Design hdlc_rx_framer, sky130hd; sources not shown.
Metal 1:
The bar under the picture is 20 um long. Cells faint in the background.
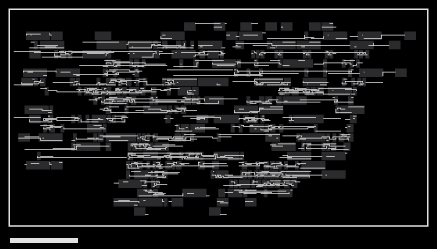
294 nets have wire on it. The longest straight run is 33.6 um. The layer holds 53% of the routed length.
final wirelength: 4.44 mm
vias: 1,788
routing usage on met1: 16.8%

The metal 2 layer:
Cells faint in the background.
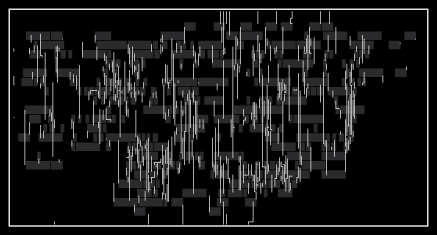
The longest straight run is 32.6 um. The wires run mostly vertical.
met2 GRT Util: 17.6%

==> out/results.ini <==
[final_layout]
logic_gates=209
layout-drive-gt1-share_pct=8.95
clock_area_share_pct=5.79
inverters_excl_clock=30
lay_top_count=nand2_1
comb_area_share_pct=43.0
final_cell_mix=nand2_1 (58), nor2_1 (53), dfxtp_1 (42)
final_util_pct=37.8

[detailed_routing]
first_pass_iters=4
met1Wirelength_mm=2.36
top_layer=met4
viasPerCell=4.41
drt.antenna.violating_nets=0

[power]
p_leak_nw=0.991
power_density_nw_per_um2=384
ir_drop_mv=0.176
maxPowerGroup=sequential cells
switchingPower_uw=234
p_clk_share_pct=42.2
p_int_uw=747

[cts]
cts_num_sinks=42
cts_hold_buf=0
insertion_delay_ns=0.28

[timing]
fin_ws_ns=1.23
max_freq_mhz=375
timing.hold.ws_ns=0.398
drv_slew=0
period_needed_ns=2.67

[outcome]
status=finished, final reports clean

[floorplan]
dieArea_sq_um=7770
dieWidth_um=123
num_rows=21

[synth]
ys_top_cells_by_area=dfxtp_1 (40%), nand2_1 (10%), nor2_1 (9.4%), ha_1 (6.5%), a21oi_1 (5.2%)
synth_seq_share_pct=39.8
synth.distinct_cells=29
most_common_cell=nand2_1
common_cells=nand2_1 (58), nor2_1 (53), dfxtp_1 (42), inv_1 (27), a21oi_1 (22)
top_area_share_pct=39.8
ys_sh_xor_pct=1.24

[worst_setup_path]
cp.required_ns=3.07
critPathMaxStageDelay_ns=0.60
worst_path_dominant_cell_family=buffers and inverters
worst-path-max-fanout=11

[global_route]
grt-ovfl-total=0

[placement]
io_buffers=23

